File: config.mk
export PLATFORM = sky130hd
export DESIGN_NAME = fp16_mac_result_buffer
export DESIGN_NICKNAME = d
export VERILOG_FILES = /design/src/rtl/fp16_mac_result_buffer.sv
export SDC_FILE = /design/constraint.sdc
export NUM_CORES = 1
export LEC_CHECK = 0
export CAP_MARGIN = 5
export CELL_PAD_IN_SITES_DETAIL_PLACEMENT = 0
export CELL_PAD_IN_SITES_GLOBAL_PLACEMENT = 1
export CORE_ASPECT_RATIO = 0.5
export CORE_UTILIZATION = 52
export DETAILED_ROUTE_END_ITERATION = 16
export PLACE_DENSITY_LB_ADDON = 0.08
export SYNTH_ARGS = -nofsm -noshare
export SYNTH_HDL_FRONTEND = slang
export SYNTH_SLANG_ARGS = --single-unit
File: constraint.sdc
create_clock -name clock -period 4.5 [get_ports clock]
set_clock_uncertainty 0.1 [all_clocks]
set_input_delay 0.9 -clock clock [delete_from_list [all_inputs] [get_ports clock]]
set_output_delay 0.9 -clock clock [all_outputs]
set_load 0.01 [all_outputs]
File: src/rtl/fp16_mac_result_buffer.sv
// Result buffer behind a fixed-latency FP16 MAC chain. It tracks issued operands with a
// valid shadow, captures mac_result into a first-word-fall-through FIFO and issues on credit only.
module fp16_mac_result_buffer #(
    parameter int LATENCY = 16,
    parameter int DEPTH   = 32
) (
    input  logic                    clock,
    input  logic                    reset,
    input  logic                    flush,
    input  logic                    in_valid,
    output logic                    in_ready,
    input  logic [15:0]             mac_result,
    output logic                    out_valid,
    input  logic                    out_ready,
    output logic [15:0]             out_data,
    output logic [$clog2(DEPTH):0]  level,
    output logic [$clog2(DEPTH):0]  inflight,
    output logic                    overflow_err
);
    // Handshakes: a transfer happens on a rising edge where valid and ready are both 1
    // and flush is 0. in_ready depends only on registered counts. out_valid depends only on level.

    localparam int PW = $clog2(DEPTH);
    localparam int CW = PW + 1;

    typedef logic [PW-1:0] ptr_t;
    typedef logic [CW-1:0] cnt_t;

    localparam cnt_t FULL    = cnt_t'(DEPTH);
    localparam cnt_t CNT_ONE = cnt_t'(1);
    localparam ptr_t PTR_ONE = ptr_t'(1);

    logic [LATENCY-1:0] shadow_q, shadow_d;
    cnt_t               level_q, level_d;
    cnt_t               inflight_q, inflight_d;
    ptr_t               wr_ptr_q, wr_ptr_d;
    ptr_t               rd_ptr_q, rd_ptr_d;
    logic               ovf_q, ovf_d;
    logic [15:0]        out_data_q, out_data_d;
    logic [15:0]        mem [DEPTH];

    logic               issue;
    logic               pop;
    logic               capture;
    logic               push;
    logic               drop;
    logic [CW:0]        credit_used;

    assign credit_used = {1'b0, level_q} + {1'b0, inflight_q};
    assign in_ready    = credit_used < {1'b0, FULL};
    assign out_valid   = (level_q != '0);

    assign issue   = in_valid && in_ready && !flush;
    assign pop     = out_valid && out_ready && !flush;
    assign capture = shadow_q[LATENCY-1] && !flush;
    // A full FIFO can still take a capture when the head leaves on the same edge.
    assign push    = capture && ((level_q != FULL) || pop);
    assign drop    = capture && !push;

    always_comb begin
        shadow_d    = shadow_q;
        shadow_d[0] = issue;
        for (int i = 1; i < LATENCY; i++) begin
            shadow_d[i] = shadow_q[i-1];
        end

        inflight_d = inflight_q;
        if (issue && !capture) begin
            inflight_d = inflight_q + CNT_ONE;
        end else if (!issue && capture) begin
            inflight_d = inflight_q - CNT_ONE;
        end

        level_d = level_q;
        if (push && !pop) begin
            level_d = level_q + CNT_ONE;
        end else if (pop && !push) begin
            level_d = level_q - CNT_ONE;
        end

        wr_ptr_d = push ? (wr_ptr_q + PTR_ONE) : wr_ptr_q;
        rd_ptr_d = pop  ? (rd_ptr_q + PTR_ONE) : rd_ptr_q;
        ovf_d    = ovf_q | drop;

        if (flush) begin
            shadow_d   = '0;
            inflight_d = '0;
            level_d    = '0;
            wr_ptr_d   = '0;
            rd_ptr_d   = '0;
        end

        // Registered head: bypass the write when the new head is the entry landing this edge.
        out_data_d = out_data_q;
        if (level_d != '0) begin
            out_data_d = (push && (wr_ptr_q == rd_ptr_d)) ? mac_result : mem[rd_ptr_d];
        end
    end

    always_ff @(posedge clock) begin
        if (reset) begin
            shadow_q   <= '0;
            inflight_q <= '0;
            level_q    <= '0;
            wr_ptr_q   <= '0;
            rd_ptr_q   <= '0;
            ovf_q      <= 1'b0;
            out_data_q <= '0;
        end else begin
            shadow_q   <= shadow_d;
            inflight_q <= inflight_d;
            level_q    <= level_d;
            wr_ptr_q   <= wr_ptr_d;
            rd_ptr_q   <= rd_ptr_d;
            ovf_q      <= ovf_d;
            out_data_q <= out_data_d;
        end
    end

    // Storage is deliberately left out of reset.
    always_ff @(posedge clock) begin
        if (push && !reset) begin
            mem[wr_ptr_q] <= mac_result;
        end
    end

    assign out_data     = out_data_q;
    assign level        = level_q;
    assign inflight     = inflight_q;
    assign overflow_err = ovf_q;

endmodule

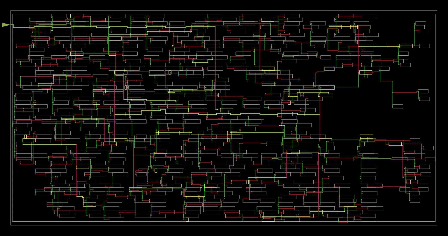
Fig. 1. Clock routing (run 1).
clock-net power: 4.21 mW
clkbuf count: 66
clock sinks: 567
seq_cells: 567
clk_lat worst skew: 0.61 ns

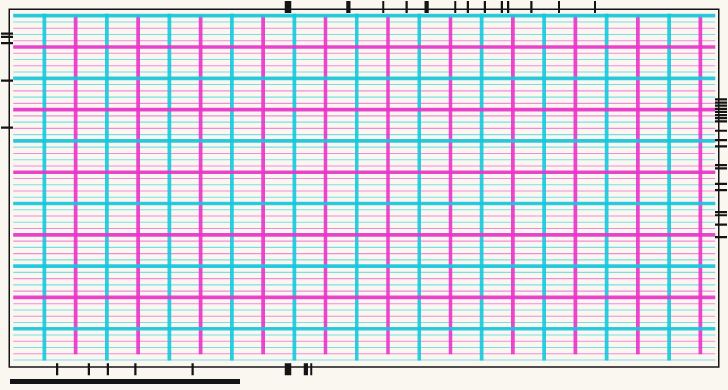
Fig. 2. Floorplan with the power grid (run 1).
Bar = 100 µm. Pins as bars on the die edge.
VSS: drawn in cyan. VDD: drawn in magenta.
52 signal pins sit on the boundary. 22 straps on met4.

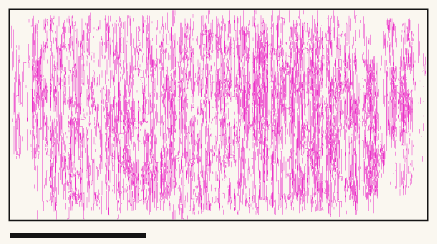
Fig. 3. The metal 2 layer (run 1).
Bar = 100 µm.
The longest straight run is 88.6 µm. The layer holds 43% of the routed length.
met2 usage in global routing: 44.8%
drt total wl: 71800 µm
DR vias: 16608

==> flow_summary.yaml, run 1 <==
# synthesis and place-and-route metrics
synth:
  synth_nets: 1823
  netlist-cell-type-count: 96
  synth_flops: 567
  synth-area-yosys_mm2: 0.0243
  syn-cell-area_mm2: 0.0243
  aoi_share_pct: 13.8
  ys_sh_adder_pct: 0.959
  ys_sh_xor_pct: 0.505
  top_logic_kind: "AND-OR/OR-AND gates"
  mux_area_share_pct: 3.15
  edf_count: 512
  synth_area_per_cell_um2: 13.6
  ff_type: "edfxtp_1"
  yosys.area_share.simple_pct: 10.2
  async_flop_share_pct: 0
  yosysCellCount: 1784
  yosysWarnings: 0
  synthCells: 1784
  ys_seq_share_pct: 67.9
power_and_ir_drop:
  switchingPower_mw: 2.12
  p_leak_nw: 9.05
  p_per_area_mw_per_mm2: 368
  p_int_mw: 8.02
  p_seq_mw: 5.73
  p_clk_share_pct: 41.5
  design_power_total_mw: 10.1
  ir_drop_v: 0.000268
  comb_power_share_pct: 1.9
  pwr-share-seq_pct: 56.5
  p_sw_share_pct: 20.9
  pg_comb_mw: 0.198
  maxPowerGroup: "sequential cells"
clock_tree:
  cts-root-buf: "clkbuf_16"
  cts_resized: 0
  clkSlewWorstSetupHoldPaths_ns: 0.07
  numCtsBuffers: 49
  clockBufferDepth: 3
  cts_tree: "built"
  cts.htree.levels: 2
  postCtsHoldBufs: 0
  cts_post_setup_buffers_inserted: 0
finish:
  largest_register_ffs: 512
  final-nonclk-buf-share_pct: 5.91
  fin_nets: 1934
  utilization_pct: 60.4
  n_all_inverters: 33
  seq_share_pct: 59.8
  fillers: 3570
  seq_area_mm2: 0.0165
  layout.cells.most_common: "edfxtp_1"
  comb_share_pct: 25.4
  antennaDiodeCount: 1
  layout_top_cells: "edfxtp_1 (512), nand2_1 (179), buf_4 (121), nor2_1 (85), a21oi_1 (70)"
  area.growth.synth_to_final_pct: 13.6
  num-nonclk-buffers: 183
  drive_gt1_share_pct: 13.6
  finalInstanceArea_mm2: 0.0276
  top_register: "mem"
  logic_area_mm2: 0.00699
  logic_gate_count: 1061
  clkCellAreaFrac_pct: 5.67
  layout.cells.non_filler: 2563
  area_dominant_class: "sequential cells"
worst_setup_path:
  timing.critical_path.to: "inflight[5]$_SDFFE_PP0P_"
  worst_setup_path_start_kind: "register"
  path_class: "reg2reg"
  r2r-end: "inflight[5]$_SDFFE_PP0P_"
  critPathBufInv: 1
  path_delay_family: "AND-OR/OR-AND gates"
  crit_slowest_cell: "a2111oi_0"
  crit_chain: "ha_1 -> a31o_2 -> a21o_1 -> a21o_1 -> a2111oi_0 -> and3_1 -> ha_1 -> inv_1 -> ha_1 -> a21o_1 -> a21oi_1 -> o21bai_1 -> a21oi_1 -> xnor2_1 -> or3_1 -> a21oi_1"
  cp_slowest_stage_delay_ns: 0.55
  worstSetupEndpointType: "register"
  arrival_ns: 4.55
  crit_required_ns: 4.90
  r2r-start: "level[1]$_SDFF_PP0_"
  startpoint: "level[1]$_SDFF_PP0_"
  path_depth: 16
  r2r_slack_ns: 0.36
  cp_max_fo: 6
  worst-r2r-cell-count: 16
placement:
  port_buffers: 51
  place_congestion: 1.01
  place_area_mm2: 0.0260
  post-dp-hpwl_um: 48500
  post-place-ws_ns: 0.234
  dp_cells: 2470
global_routing:
  antenna_found_initial: 4
  grt_max_degree: 51
  grt_pass1_wl_um: 105000
  grt_use_met1_pct: 45.1
  met3_usage_pct: 8.10
  overflow: 0
  grt_pass1_vias: 15734
  busiest_layer: "met1"
  grt_use_total_pct: 30.3
detailed_routing:
  wl_met3_um: 8240
  dr.pass1.iters: 6
  highest_layer: "met4"
  wl_met1_um: 31300
  met2_length_um: 31000
  wire_per_inst_um: 28.0
  drt_iter0_drc: 2246
  drc: 0
  via_per_inst: 6.48
  antenna_left: 0
sta:
  clock.fmax_mhz: 241
  slew_headroom_pct: 13.0
  rsz0062_at_grt: "false"
  slew_violations: 0
  finalClockPeriodUsage_pct: 92.1
  holdWs_ns: 0.321
  final-hold-violation-count: 0
  setup_viol: 0
  layout_setup_ws_ns: 0.356
  tightest_slew_ns: 1.30
  fin_setup_tns_ns: 0
  period_needed_ns: 4.14
min_path:
  holdCritStartpoint: "shadow_q[11]$_SDFF_PP0_"
  worstHoldPathCells: 1
  hold_end: "shadow_q[12]$_SDFF_PP0_"
  hp-class: "reg2reg"
floorplan:
  ioPinCount: 52
  fp_util_pct: 53.2
  placementRows: 55
  nWellTaps: 627
  die_h_um: 155
  chip_area_mm2: 0.0476
  coreArea_mm2: 0.0456
  die_x_um: 308
flow_run:
  warning_count: 30
  max_cap_violations: 0
outcome:
  outcome: "completed"
## run 1: cell usage after synthesis (12+ instances only)
master / count / area (µm²)
nand2_1: 179 / 672
a211oi_1: 48 / 360
a21oi_1: 71 / 355
nand2b_1: 14 / 87.6
nor4_1: 14 / 87.6
dfxtp_1: 55 / 1100
nand3_1: 43 / 215
nand4_1: 16 / 100
ha_1: 17 / 213
o221ai_1: 41 / 359
a221oi_1: 20 / 175
edfxtp_1: 512 / 15400
and3_1: 27 / 169
buf_2: 34 / 170
a211o_1: 18 / 158
buf_6: 16 / 180
o21ai_0: 65 / 325
o22ai_1: 33 / 206
and2_1: 21 / 131
nor2_1: 85 / 319
inv_1: 32 / 120
nor3_1: 12 / 60.1
a31oi_1: 19 / 119
o21ai_1: 17 / 85.1
mux2i_1: 67 / 671
clkbuf_1: 51 / 191
Fig. 4: run 1, signal wires by layer
Bar = 100 µm. Two of the layers only.
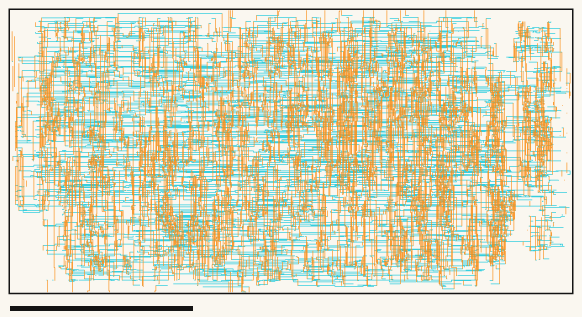

--- run 2 (diff from run 1) ---
- CAP_MARGIN: 5 -> unset
- GPL_ROUTABILITY_DRIVEN: unset -> 0
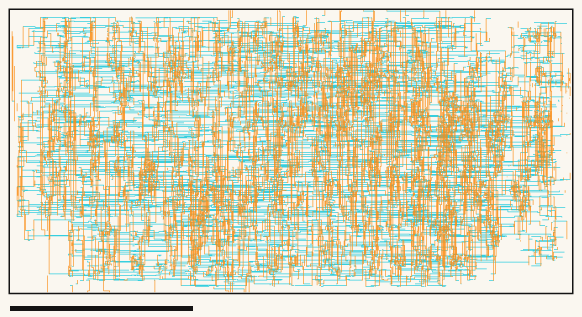
Fig. 5. Signal wires by layer (run 2).
Bar = 100 µm. Two of the layers only.
metal 1: drawn in cyan, wire length 30.5 mm. metal 2: drawn in orange, wire length 30.6 mm.

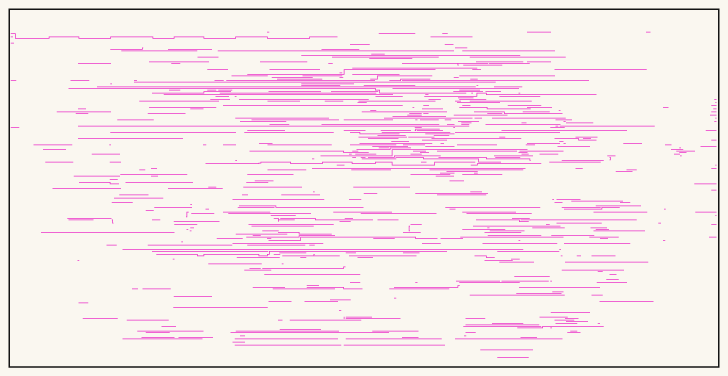
Fig. 6. Met3 routing (run 2).
The layer carries 9180 µm of wire. 254 nets have wire on it. The longest straight run is 174 µm.
M3 GR Usage: 8.17%
drt total wl: 71900 µm

==> flow_summary.yaml, run 2 <==
# synthesis and place-and-route metrics
power_and_ir_drop:
  p_seq_mw: 5.73
  p_per_area_mw_per_mm2: 363
  p_leak_nw: 8.98
  p_sw_share_pct: 20.9
  p_clk_share_pct: 40.3
worst_setup_path:
  arrival_ns: 4.62
  timing.critical_path.to: "out_data[7]$_SDFFE_PP0P_"
  cp_max_fo: 26
  path_delay_family: "AND-OR/OR-AND gates"
  r2r-start: "level[1]$_SDFF_PP0_"
  cp_slowest_stage_delay_ns: 0.74
  critPathBufInv: 3
  worst-r2r-cell-count: 12
  worst_setup_path_start_kind: "register"
  path_depth: 12
floorplan:
  ioPinCount: 52
  die_x_um: 308
  coreArea_mm2: 0.0456
  placementRows: 55
min_path:
  holdCritStartpoint: "shadow_q[6]$_SDFF_PP0_"
  worstHoldPathCells: 1
global_routing:
  grt_max_degree: 49
  grt_use_total_pct: 30.2
  antenna_found_initial: 1
  overflow: 0
synth:
  top_cell: "edfxtp_1"
  synth_area_per_cell_um2: 13.6
  ys_sh_adder_pct: 0.959
  aoi_share_pct: 13.8
  mux_area_share_pct: 3.15
  synth_nets: 1823
  top_logic_kind: "AND-OR/OR-AND gates"
  yosys.area_share.simple_pct: 10.2
  netlist.area_leader.share_pct: 63.3
  edf_count: 512
  synthTopCellsByArea: "edfxtp_1 (63%), dfxtp_1 (4.5%), nand2_1 (2.8%)"
clock_tree:
  cts.htree.levels: 2
  cts_post_setup_buffers_inserted: 0
  postCtsHoldBufs: 0
  cts-root-buf: "clkbuf_16"
  cts_tree: "built"
  clockBufferDepth: 3
  clkSlewWorstSetupHoldPaths_ns: 0.07
finish:
  layout.cells.non_filler: 2559
  finalInstanceArea_mm2: 0.0274
  antennaDiodeCount: 0
  fillers: 3561
  fin_nets: 1935
detailed_routing:
  drc: 0
  dr.pass1.iters: 6
sta:
  layout_setup_ws_ns: 0.270
  slew_headroom_pct: 17.2
  rsz0062_at_grt: "false"
  setup_viol: 0
  slew_violations: 0
  holdWs_ns: 0.330
  period_needed_ns: 4.23
flow_run:
  warning_count: 30
placement:
  dp_cells: 2472
  post-place-ws_ns: 0.160
  post-dp-hpwl_um: 48100
outcome:
  outcome: "completed"
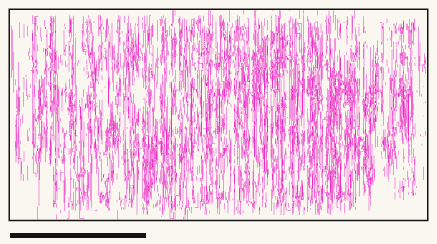
Fig. 7. The metal 2 layer (run 2).
Bar = 100 µm.
The layer carries 30.6 mm of wire. The longest straight run is 74.6 µm.

[run 2: cell families after synthesis]
| logic type | after synthesis |
|---|---|
| simple gates | 489 |
| fa+ha+maj | 18 |
| flops | 567 |
| buf+inv | 156 |
| xor+xnor | 14 |
| compound gates | 465 |
| mux | 75 |
[run 2: layout make-up]
type                            count  area [µm²]  area share, %
Clock buffer                       67        1320           4.83
Multi-Input combinational cell   1061        6990           25.5
Timing Repair Buffer              184        1560           5.68
Sequential cell                   567       16500           60.2
Clock inverter                     20         130          0.475
Inverter                           33         125          0.457
Tap cell                          627         785           2.86
[run 2: metal layers]
metal	track usage, %	part of all wire, %	vias up
li1	-	-	7203
met1	45.4	42	8362
met2	43.7	43	957
met3	8.17	13	130
met4	6.99	2.2	0
met5	0	0	-
Fig. 8: run 2, clock routing
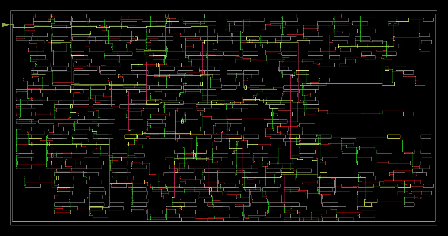

--- run 3 (diff from run 2) ---
- CORE_UTILIZATION: 52 -> 54
- CTS_BUF_LIST: unset -> sky130_fd_sc_hd__clkbuf_8
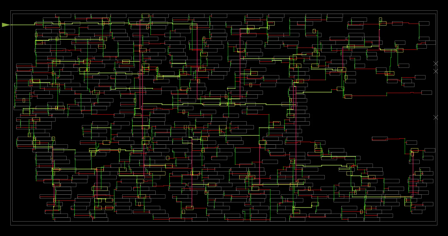
Fig. 9. Clock routing (run 3).
clock-net power: 3.84 mW
clkbuf count: 85
CTS buffer count: 79
clk_lat worst skew: 0.66 ns

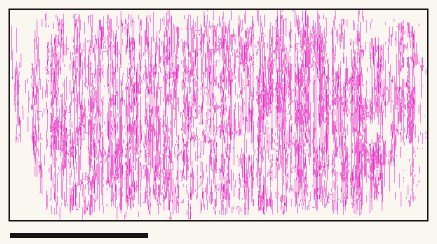
Fig. 10. The metal 2 layer (run 3).
Bar = 100 µm.
The longest straight run is 79.9 µm. 1622 nets have wire on it. The layer carries 30.9 mm of wire.

==> flow_summary.yaml, run 3 <==
# synthesis and place-and-route metrics
finish:
  area.growth.synth_to_final_pct: 13.0
  drive_gt1_share_pct: 14.7
  seq_share_pct: 60.0
  logic_area_mm2: 0.00699
  clkCellAreaFrac_pct: 5.40
  top_register: "mem"
  fillers: 3289
  comb_share_pct: 25.5
  fin_nets: 1965
  antennaDiodeCount: 0
  seq_cell_count: 567
  area_dominant_class: "sequential cells"
  layout.cells.non_filler: 2575
  layout.cells.most_common: "edfxtp_1"
  utilization_pct: 62.4
  seq_area_mm2: 0.0165
  finalInstanceArea_mm2: 0.0274
  n_all_inverters: 33
  num-nonclk-buffers: 184
  logic_gate_count: 1061
  largest_register_ffs: 512
  final-nonclk-buf-share_pct: 5.94
synth:
  async_flop_share_pct: 0
  ys_seq_share_pct: 67.9
  ys_sh_xor_pct: 0.505
  synth-area-yosys_mm2: 0.0243
  edf_count: 512
  netlist_top_cells_count: "edfxtp_1 (512), nand2_1 (179), nor2_1 (85)"
  aoi_share_pct: 13.8
  yosys.area_share.simple_pct: 10.2
  netlist-cell-type-count: 96
  synthCells: 1784
  mux_area_share_pct: 3.15
  synth_area_per_cell_um2: 13.6
  syn-cell-area_mm2: 0.0243
  yosysWarnings: 0
  ys_sh_adder_pct: 0.959
  top_cell: "edfxtp_1"
  synth_nets: 1823
  yosysTopAreaCell: "edfxtp_1"
  top_logic_kind: "AND-OR/OR-AND gates"
  synthTopCellsByArea: "edfxtp_1 (63%), dfxtp_1 (4.5%), nand2_1 (2.8%)"
  synth_flops: 567
  ff_type: "edfxtp_1"
power_and_ir_drop:
  pwr-share-seq_pct: 58.7
  p_per_area_mw_per_mm2: 356
  switchingPower_mw: 2.12
  maxPowerGroup: "sequential cells"
  comb_power_share_pct: 2.0
  p_clk_share_pct: 39.3
  p_sw_share_pct: 21.6
  ir_drop_v: 0.000249
  design_power_total_mw: 9.77
  p_int_mw: 7.65
  p_leak_nw: 9.17
  pg_comb_mw: 0.196
  p_seq_mw: 5.74
worst_setup_path:
  worst_setup_path_start_kind: "register"
  r2r_slack_ns: 0.31
  cp_max_fo: 18
  crit_slowest_cell: "or3b_1"
  crit_required_ns: 3.50
  path_delay_family: "buffers and inverters"
  critPathBufInv: 3
  worst-r2r-cell-count: 10
  r2r-end: "out_data[1]$_SDFFE_PP0P_"
  worstSetupEndpointType: "output port"
  path_class: "reg2out"
  arrival_ns: 3.20
  crit_chain: "inv_1 -> ha_1 -> or3b_1 -> nor2_1 -> inv_1 -> clkdlybuf4s50_1"
  r2r-start: "level[1]$_SDFF_PP0_"
  cp_slowest_stage_delay_ns: 0.69
clock_tree:
  cts_resized: 0
  cts_post_setup_buffers_inserted: 0
  cts_tree: "built"
  clock-sinks: 567
  cts-root-buf: "clkbuf_8"
  clockBufferDepth: 3
  postCtsHoldBufs: 0
detailed_routing:
  antenna_left: 0
  routed_wirelength_um: 71800
  drt_iter0_drc: 2279
  via_per_inst: 6.49
  vias: 16714
  wl_met1_um: 30800
  dr.pass1.iters: 12
  highest_layer: "met4"
  met2_length_um: 30900
  wire_per_inst_um: 27.9
  drc: 3
floorplan:
  chip_area_mm2: 0.0459
  nWellTaps: 588
  placementRows: 54
  ioPinCount: 52
sta:
  rsz0062_at_grt: "false"
  fin_setup_tns_ns: 0
  finalClockPeriodUsage_pct: 93.3
  slew_violations: 0
  period_needed_ns: 4.20
  final-hold-violation-count: 0
  slew_headroom_pct: 6.63
  setup_viol: 0
  clock.fmax_mhz: 238
  tightest_slew_ns: 1.40
  layout_setup_ws_ns: 0.303
  holdWs_ns: 0.324
global_routing:
  grt_use_total_pct: 31.5
  overflow: 0
  grt_pass1_wl_um: 105000
  grt_use_met1_pct: 48.2
  met3_usage_pct: 7.51
  gr-usage-met2_pct: 44.7
  busiest_layer: "met1"
  grt_max_degree: 76
  antenna_found_initial: 1
  grt_pass1_vias: 15963
placement:
  post-dp-hpwl_um: 47700
  dp_cells: 2433
  post-place-ws_ns: 0.211
  place_area_mm2: 0.0260
min_path:
  hp-class: "reg2reg"
  worstHoldPathCells: 1
  hold_end: "shadow_q[13]$_SDFF_PP0_"
  holdCritStartpoint: "shadow_q[12]$_SDFF_PP0_"
flow_run:
  max_cap_violations: 0
  warning_count: 30
outcome:
  outcome: "finished, violations left"
  violations: "design-rule violations"
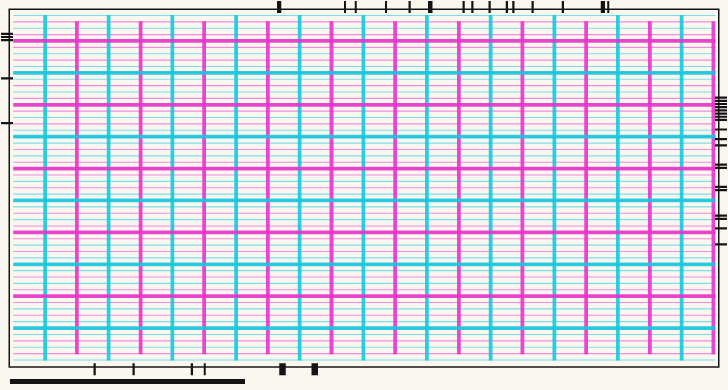
Fig. 11. Floorplan with the power grid (run 3).
Bar = 100 µm. Pins as bars on the die edge.
VSS: drawn in cyan. VDD: drawn in magenta.
52 signal pins sit on the boundary. 22 straps on met4. 10 straps on met5.
Die Span X: 302 µm
Core Area: 0.0440 mm²

-- run 3: cell counts after synthesis --
Identical to the previous run, type by type.
-- run 3: how the worst max path moves through the flow --
stage | slack, ns | end | start | depth (start not counted)
final | 0.30 | out_valid | level[1]$_SDFF_PP0_ | 6
after global routing | 0.08 | inflight[5]$_SDFFE_PP0P_ | level[1]$_SDFF_PP0_ | 16
after CTS | 0.21 | in_ready | level[1]$_SDFF_PP0_ | 6
after detailed placement | 0.21 | out_data[1]$_SDFFE_PP0P_ | out_ready | 10
after global placement | 0.13 | out_data[1]$_SDFFE_PP0P_ | out_ready | 10
after floorplan | 0.40 | inflight[5]$_SDFFE_PP0P_ | inflight[1]$_SDFFE_PP0P_ | 16
Power is estimated from default activity; no workload was simulated.
